==> run_1/pdn.png <==
Pins as bars on the die edge.
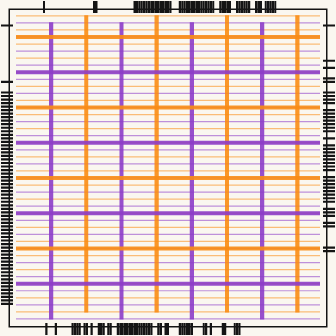
==> run_1/cell_classes.png <==
The bar under the picture is 20 um long.
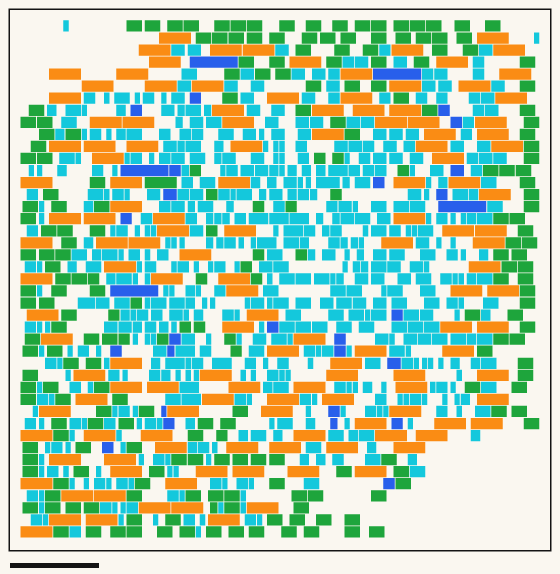
==> run_1/clock_map.png <==
The bar under the picture is 20 um long.
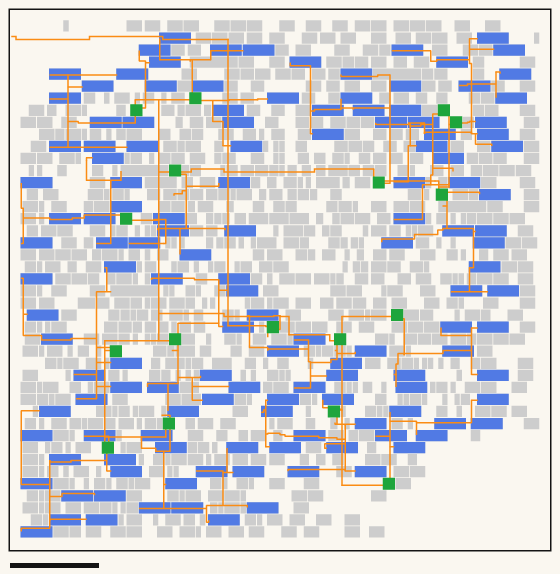
==> run_1/metal_stack.png <==
Only two layers are drawn.
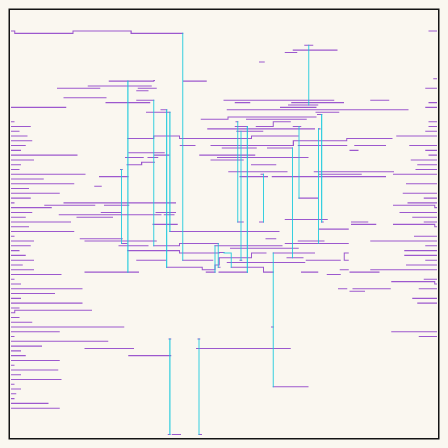
[config.mk]
export PLATFORM = sky130hd
export DESIGN_NAME = load_store_unit
export DESIGN_NICKNAME = d
export VERILOG_FILES = /design/src/rtl/lsu_pkg.sv /design/src/rtl/lsu_align.sv /design/src/rtl/load_store_unit.sv
export SDC_FILE = /design/constraint.sdc
export NUM_CORES = 1
export LEC_CHECK = 0
export CAP_MARGIN = 20
export CORE_MARGIN = 2
export CORE_UTILIZATION = 49
export CTS_BUF_LIST = sky130_fd_sc_hd__clkbuf_4
export CTS_CLUSTER_SIZE = 8
export DETAILED_ROUTE_END_ITERATION = 16
export PLACE_DENSITY = 0.81
export SKIP_CTS_REPAIR_TIMING = 1
export SYNTH_ARGS = -nofsm -noshare
export SYNTH_HDL_FRONTEND = slang
export SYNTH_SLANG_ARGS = --single-unit
[constraint.sdc]
create_clock -name Clk -period 3.05 [get_ports Clk]
set_input_delay 0.61 -clock Clk [delete_from_list [all_inputs] [get_ports Clk]]
set_output_delay 0.61 -clock Clk [all_outputs]
set_load 0.02 [all_outputs]
[src/rtl/lsu_pkg.sv]
// Shared definitions for the load/store unit: RV32I width codes, FSM states
// and the access legality rule.
package lsu_pkg;

    localparam logic [2:0] F3_B  = 3'b000;
    localparam logic [2:0] F3_H  = 3'b001;
    localparam logic [2:0] F3_W  = 3'b010;
    localparam logic [2:0] F3_BU = 3'b100;
    localparam logic [2:0] F3_HU = 3'b101;

    typedef enum logic [1:0] {
        IDLE  = 2'd0,
        READ  = 2'd1,
        WRITE = 2'd2,
        RESP  = 2'd3
    } lsu_state_t;

    // Illegal width code for the direction, or a halfword/word that is not naturally aligned.
    function automatic logic access_error(input logic       write,
                                          input logic [2:0] funct3,
                                          input logic [1:0] offset);
        logic err;
        err = 1'b1;
        case (funct3)
            F3_B:    err = 1'b0;
            F3_H:    err = offset[0];
            F3_W:    err = (offset != 2'b00);
            F3_BU:   err = write;
            F3_HU:   err = write | offset[0];
            default: err = 1'b1;
        endcase
        return err;
    endfunction

    // Byte and halfword stores must read the word first to preserve the other lanes.
    function automatic logic needs_rmw(input logic write, input logic [2:0] funct3);
        return write && (funct3 != F3_W);
    endfunction

endpackage

[src/rtl/lsu_align.sv]
// Lane extraction with sign/zero extension for loads, and lane merging for
// partial stores; purely combinational, little-endian lanes.
module lsu_align
    import lsu_pkg::*;
(
    input  logic [2:0]  funct3,
    input  logic [1:0]  offset,
    input  logic [31:0] read_word,
    input  logic [31:0] store_data,
    output logic [31:0] load_data,
    output logic [31:0] merged_word
);

    logic [7:0]  lane_byte;
    logic [15:0] lane_half;

    always_comb begin
        lane_byte = read_word[7:0];
        case (offset)
            2'd0: lane_byte = read_word[7:0];
            2'd1: lane_byte = read_word[15:8];
            2'd2: lane_byte = read_word[23:16];
            2'd3: lane_byte = read_word[31:24];
            default: lane_byte = read_word[7:0];
        endcase
        lane_half = offset[1] ? read_word[31:16] : read_word[15:0];
    end

    always_comb begin
        load_data = 32'h0;
        case (funct3)
            F3_B:    load_data = {{24{lane_byte[7]}}, lane_byte};
            F3_BU:   load_data = {24'h0, lane_byte};
            F3_H:    load_data = {{16{lane_half[15]}}, lane_half};
            F3_HU:   load_data = {16'h0, lane_half};
            F3_W:    load_data = read_word;
            default: load_data = 32'h0;
        endcase
    end

    always_comb begin
        merged_word = read_word;
        case (funct3)
            F3_B:    merged_word[{offset, 3'b000} +: 8]     = store_data[7:0];
            F3_H:    merged_word[{offset[1], 4'b0000} +: 16] = store_data[15:0];
            F3_W:    merged_word = store_data;
            default: merged_word = read_word;
        endcase
    end

endmodule

[src/rtl/load_store_unit.sv]
// Single-outstanding load/store unit between the core and a combinational-read
// data RAM; partial stores are done as read-modify-write of the whole word.
//
// state | meaning
// IDLE  | ready for a request
// READ  | word on Mem_Read_Data is captured (load result or RMW base)
// WRITE | Mem_Write_Enable high for one cycle
// RESP  | Resp_Valid pulse, then back to IDLE
module load_store_unit
    import lsu_pkg::*;
#(
    parameter int ADDR_W = 32,
    parameter int DATA_W = 32
) (
    input  logic              Clk,
    input  logic              Rst_n,
    input  logic              Req_Valid,
    output logic              Req_Ready,
    input  logic              Req_Write,
    input  logic [2:0]        Req_Funct3,
    input  logic [ADDR_W-1:0] Req_Address,
    input  logic [DATA_W-1:0] Req_Store_Data,
    output logic              Resp_Valid,
    output logic [DATA_W-1:0] Resp_Load_Data,
    output logic              Resp_Error,
    output logic [ADDR_W-1:0] Mem_Address,
    output logic [DATA_W-1:0] Mem_Write_Data,
    output logic              Mem_Write_Enable,
    input  logic [DATA_W-1:0] Mem_Read_Data
);

    lsu_state_t        state;
    logic              lat_write;
    logic [2:0]        lat_funct3;
    logic [1:0]        lat_offset;
    logic [DATA_W-1:0] lat_store_data;
    logic [31:0]       align_load_data;
    logic [31:0]       align_merged_word;

    lsu_align u_align (
        .funct3      (lat_funct3),
        .offset      (lat_offset),
        .read_word   (Mem_Read_Data),
        .store_data  (lat_store_data),
        .load_data   (align_load_data),
        .merged_word (align_merged_word)
    );

    // Both are gated by Rst_n so a reset mid-RMW can never leak a partial write.
    assign Req_Ready        = (state == IDLE)  && Rst_n;
    assign Mem_Write_Enable = (state == WRITE) && Rst_n;

    always_ff @(posedge Clk) begin
        if (!Rst_n) begin
            state          <= IDLE;
            lat_write      <= 1'b0;
            lat_funct3     <= F3_B;
            lat_offset     <= 2'b00;
            lat_store_data <= '0;
            Resp_Valid     <= 1'b0;
            Resp_Error     <= 1'b0;
            Resp_Load_Data <= '0;
            Mem_Address    <= '0;
            Mem_Write_Data <= '0;
        end else begin
            Resp_Valid <= 1'b0;
            case (state)
                IDLE: begin
                    if (Req_Valid) begin
                        lat_write      <= Req_Write;
                        lat_funct3     <= Req_Funct3;
                        lat_offset     <= Req_Address[1:0];
                        lat_store_data <= Req_Store_Data;
                        if (access_error(Req_Write, Req_Funct3, Req_Address[1:0])) begin
                            state          <= RESP;
                            Resp_Valid     <= 1'b1;
                            Resp_Error     <= 1'b1;
                            Resp_Load_Data <= '0;
                        end else begin
                            Mem_Address <= {Req_Address[ADDR_W-1:2], 2'b00};
                            if (Req_Write && !needs_rmw(Req_Write, Req_Funct3)) begin
                                Mem_Write_Data <= Req_Store_Data;
                                state          <= WRITE;
                            end else begin
                                state <= READ;
                            end
                        end
                    end
                end
                READ: begin
                    if (lat_write) begin
                        Mem_Write_Data <= align_merged_word;
                        state          <= WRITE;
                    end else begin
                        Resp_Load_Data <= align_load_data;
                        Resp_Error     <= 1'b0;
                        Resp_Valid     <= 1'b1;
                        state          <= RESP;
                    end
                end
                WRITE: begin
                    Resp_Load_Data <= '0;
                    Resp_Error     <= 1'b0;
                    Resp_Valid     <= 1'b1;
                    state          <= RESP;
                end
                RESP: begin
                    state <= IDLE;
                end
                default: begin
                    state <= IDLE;
                end
            endcase
        end
    end

endmodule

==> flow_metrics.env, run 1 <==
# implementation run metrics
export IMPL_outcome="finished clean"
export IMPL_p_leak_nw=3.12
export IMPL_critPathKind="reg2out"
export IMPL_nets=1059
export IMPL_yosys_area_top_type="dfxtp_1"
export IMPL_top_cells_by_area="dfxtp_1 40%, nand2_1 7.9%, a21boi_0 7.7%, a32o_1 4.7%, o2bb2ai_1 4.1%"
export IMPL_setup_ws_ns=0.304
export IMPL_warnings=34
export IMPL_setup_tns_ns=0
export IMPL_dp_slack_ns=0.108
export IMPL_crit_buf_inv=2
export IMPL_cts_clk_slew_worst_paths_ns=0.12
export IMPL_drt_vias_per_instance=5.96
export IMPL_die_area_sq_um=14900
export IMPL_ys_types=55
export IMPL_ys_cells=765
export IMPL_finalCritPeriodShare=0.900
export IMPL_drv_cap=0
export IMPL_drt_iter0_drc=625
export IMPL_place_hpwl_mm=15.6
export IMPL_flop_cell="dfxtp_1"
export IMPL_report_final_slew_viol_count=0
export IMPL_pwr_density_cell_nw_per_um2=728
export IMPL_crit_path_max_fanout=8
## Picture notes: pdn.png
- orange: VDD
- purple: VSS
- met1 rails: 44
- met4 straps: 8
- met5 straps: 8
Die H: 122 um
Die Width: 122 um
core area: 13700 sq um
Worst VDD drop: 475 uV

## Picture notes: cell_classes.png
- cyan: all other logic (cells 566; share of their area 42%)
- orange: flops (cells 136; share of their area 30%)
- green: other buffers and delay cells (cells 225; share of their area 24%)
- blue: clock drivers and dummy loads (cells 30; share of their area 3.7%)
post-route cell area: 9290 sq um
Util after Layout: 0.677
Rows: 43

## Picture notes: clock_map.png
- green: cells driving clock nets (count 17)
- blue: flip-flops (count 136)
- orange: clock wires (length 1680 um)
- flops lie: widely spread
- routed clock nets: 18
Clock power frac: 0.207
Worst-Skew Late Latency: 0.56 ns
Final Skew: 0.0183 ns
P_clk: 0.00140 W

## Picture notes: metal_stack.png
- purple: met3 (wire length 2110 um)
- cyan: met4 (wire length 626 um)
via count: 6779
GRT Util Overall: 0.294
drt wl/cell: 19.0 um
WL final: 21.6 mm

==> run 1: where the power goes <==
part           internal (W)  leakage [nW]  switching, W
registers           0.00208          1.11      0.000253
logic               0.00131          1.84       0.00172
clock network      0.000720         0.171      0.000680
==> run 1: cells by family (layout without fill, tap and decap cells) <==
| family | after synthesis | count (layout) | share of synthesized area |
|---|---|---|---|
| muxes | 25 | 25 | 0.0367 |
| other | 1 | 3 | 0.000550 |
| and+or+nand+nor | 231 | 231 | 0.154 |
| DFF | 136 | 136 | 0.400 |
| adders and majority gates | 10 | 10 | 0.0184 |
| buffers and inverters | 89 | 280 | 0.0567 |
| AOI/OAI and AO/OA | 273 | 273 | 0.334 |
==> run 1: layout make-up <==
cell class                 instances  area, sq um
fill                            1149         4430
multi-input combinational        541         3720
clock inverter                    13          205
tap                              180          225
inverter                          25         93.8
sequential                       136         2720
timing repair buffer             225         2200
antenna                            1         2.50
clock buffer                      17          128
==> run 1: final timing paths <==
path | startpoint | end | slack (ns) | depth (start not counted)
min reg2reg | Mem_Address[7] | Mem_Address[7] | 0.47 | 2
max reg2reg | lat_offset[1] | Resp_Load_Data[26] | 0.58 | 6
max | state[0] | Req_Ready | 0.30 | 4
min | Mem_Address[7] | Mem_Address[7] | 0.47 | 2
==> run 1: per-stage QoR <==
step | std cells | utilization | hold slack, ns
2_1_floorplan | 766 | - | 0.443
3_3_place_gp | 1106 | 0.652 | 0.447
3_5_place_dp | 1106 | 0.652 | 0.449
4_1_cts | 1136 | 0.677 | 0.466
5_1_grt | 1138 | 0.677 | 0.461
6_report | 1138 | 0.677 | 0.468
==> run 1: worst reg2reg max path: stages, from the launching register on <==
cell	delay [ns]
dfxtp_1	0.37
buf_4	0.25
ha_1	0.41
a22oi_1	0.18
a211oi_2	0.90
a211oi_1	0.09
o2bb2ai_1	0.20
==> run 1: sequential cells by signal, summed over array words and instances, names as in the netlist <==
signal,count
Resp_Valid,1
state,2
Resp_Load_Data,32
Resp_Error,1
lat_funct3,3
Mem_Write_Data,32
Mem_Address,30
lat_write,1
lat_store_data,32
lat_offset,2
==> run 1: cells in the final DEF, fill, tap and decap left out, drive strengths merged, types with 10 or more instances in the layout <==
cell type      count
dfxtp            136
nand2            144
a221oi            16
o221ai            17
nor2              18
a211oi            20
mux2i             25
a32o              32
buf               26
o2bb2ai           32
a21boi            70
or2               34
ha                10
o21ai             14
clkdlybuf4s50    199
clkbuf            17
inv               24
a221o             27
==> run 1: routing by layer <==
layer  share of wire  global-route usage  wire length, um  up-vias
met1            0.41               0.368             8860     3182
met5               0                   0                0        -
met4           0.029               0.105              625        0
li1                -                   -                -     3219
met2            0.46               0.473            10100      331
met3           0.097              0.0988             2110       47
==> run 2: changes to the inputs <==
- CORE_ASPECT_RATIO: unset -> 1.4
==> flow_metrics.env, run 2 <==
# implementation run metrics
export IMPL_outcome="finished clean"
export IMPL_cts_clk_slew_worst_paths_ns=0.12
export IMPL_simple_gate_area_frac=0.154
export IMPL_grt_pass1_wl_mm=34.1
export IMPL_critPathKind="reg2out"
export IMPL_pwr_density_cell_nw_per_um2=713
export IMPL_top_cells_by_area="dfxtp_1 40%, nand2_1 7.9%, a21boi_0 7.7%, a32o_1 4.7%, o2bb2ai_1 4.1%"
export IMPL_drt_iter0_drc=547
export IMPL_adder_share=0.0184
export IMPL_ys_sh_mux=0.0367
export IMPL_place_hpwl_mm=16.2
export IMPL_top_regs="Mem_Write_Data: 32 flops, Resp_Load_Data: 32 flops, lat_store_data: 32 flops"
export IMPL_final_common_cell="clkdlybuf4s50_1"
export IMPL_p_sw_w=0.00270
export IMPL_drt_vias_per_instance=6.02
export IMPL_logic_family="AND-OR/OR-AND gates"
export IMPL_num_rows=51
export IMPL_setup_tns_ns=0
export IMPL_finalCritPeriodShare=0.888
export IMPL_synth_cellmix_xorXnorShare=0
export IMPL_ys_types=55
export IMPL_wirelength_mm=22.3
export IMPL_p_int_w=0.00391
export IMPL_ys_cells=765
export IMPL_power_share_combinational=0.461
export IMPL_report_final_slew_viol_count=0
export IMPL_drv_cap=0
export IMPL_drc_errors=0
export IMPL_flop_cell="dfxtp_1"
export IMPL_fp_dieW_um=104
export IMPL_synth_cells=765
export IMPL_dpl_cell_area_sq_um=8950
export IMPL_setup_ws_ns=0.342
export IMPL_core_sq_um=13800
export IMPL_die_h_um=144
export IMPL_seq_power_share=0.355
export IMPL_final_cell_area_sq_um=9260
export IMPL_nets=1058
export IMPL_crit_path_max_fanout=8
export IMPL_crit_arrival_ns=2.10
export IMPL_layout_top_cells="199 x clkdlybuf4s50_1, 144 x nand2_1, 136 x dfxtp_1"
export IMPL_grt_pass1_vias=6574
export IMPL_peakVddDrop_uv=452
export IMPL_switching_share=0.408
## run 2: through the flow
| step | hold slack [ns] | utilization |
|---|---|---|
| 6_report | 0.467 | 0.672 |
| 5_1_grt | 0.452 | 0.672 |
| 4_1_cts | 0.465 | 0.670 |
| 3_5_place_dp | 0.445 | 0.650 |
| 3_3_place_gp | 0.445 | 0.650 |
| 2_1_floorplan | 0.443 | - |
## run 2: worst paths after layout
kind | from | end | slack, ns | cells after the start
hold reg to reg | Mem_Address[30] | Mem_Address[30] | 0.47 | 2
setup reg to reg | lat_offset[0] | Mem_Write_Data[12] | 0.61 | 6
hold / removal | Mem_Address[30] | Mem_Address[30] | 0.47 | 2
setup / recovery | state[0] | Req_Ready | 0.34 | 4
## run 2: metal layers
metal  vias up  track usage  wire length [um]
li1       3221            -                 -
met1      3244        0.322              8170
met2       350        0.525             11200
met3        69       0.0730              2010
met4         0        0.134               965
met5         -            0                 0
## run 2: layout make-up
class	instances	area, sq um
Clock buffer	18	135
Multi-Input combinational cell	541	3720
Clock inverter	14	148
Fill cell	1214	4520
Inverter	25	93.8
Timing Repair Buffer	224	2210
Tap cell	185	231
Sequential cell	136	2720
Antenna cell	1	2.50
## run 2: power groups by stage
stage               clock network (W)  registers (W)  logic (W)
floorplan                           0        0.00254    0.00169
global placement                    0        0.00238    0.00295
detailed placement                  0        0.00238    0.00299
CTS                           0.00124        0.00234    0.00300
global route                  0.00132        0.00239    0.00327
finish                        0.00122        0.00235    0.00304
## run 2: cells by family after synthesis
kind of cell,count (synthesis)
buffers and inverters,89
muxes,25
other,1
AOI/OAI and AO/OA,273
DFF,136
and+or+nand+nor,231
adders and majority gates,10
## run 2: critical path: cells and delay by family, from the launching register on
kind          cells  cell delay, ns
buf+inv           2            0.72
simple gates      1            0.17
fa+ha+maj         1            0.32
flops             1            0.36
==> run_2/clock_map.png <==
The bar under the picture is 20 um long.
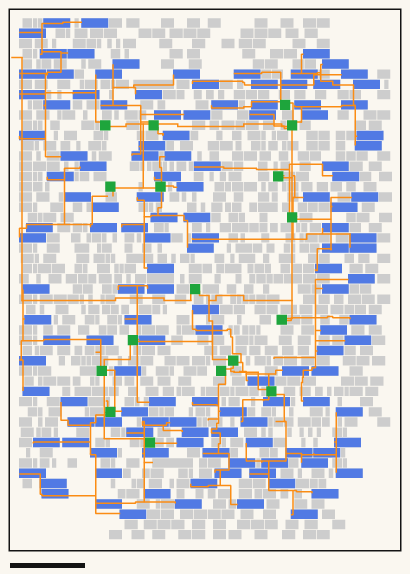
- green: cells driving clock nets (count 17)
- blue: flip-flops (count 136)
- orange: clock wires (length 1720 um)
- routed clock nets: 18
Worst-Skew Late Latency: 0.55 ns
P_clk: 0.00122 W
Final Skew: 0.0169 ns
Clock power frac: 0.184

==> run_2/final_clocks.png <==
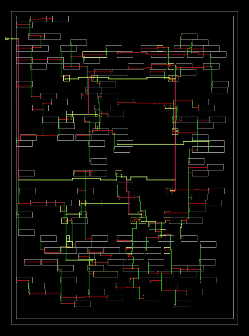
FF+latch count: 136
CTS sink count: 136

No activity file was given, so power comes from the tool's default toggle rates.
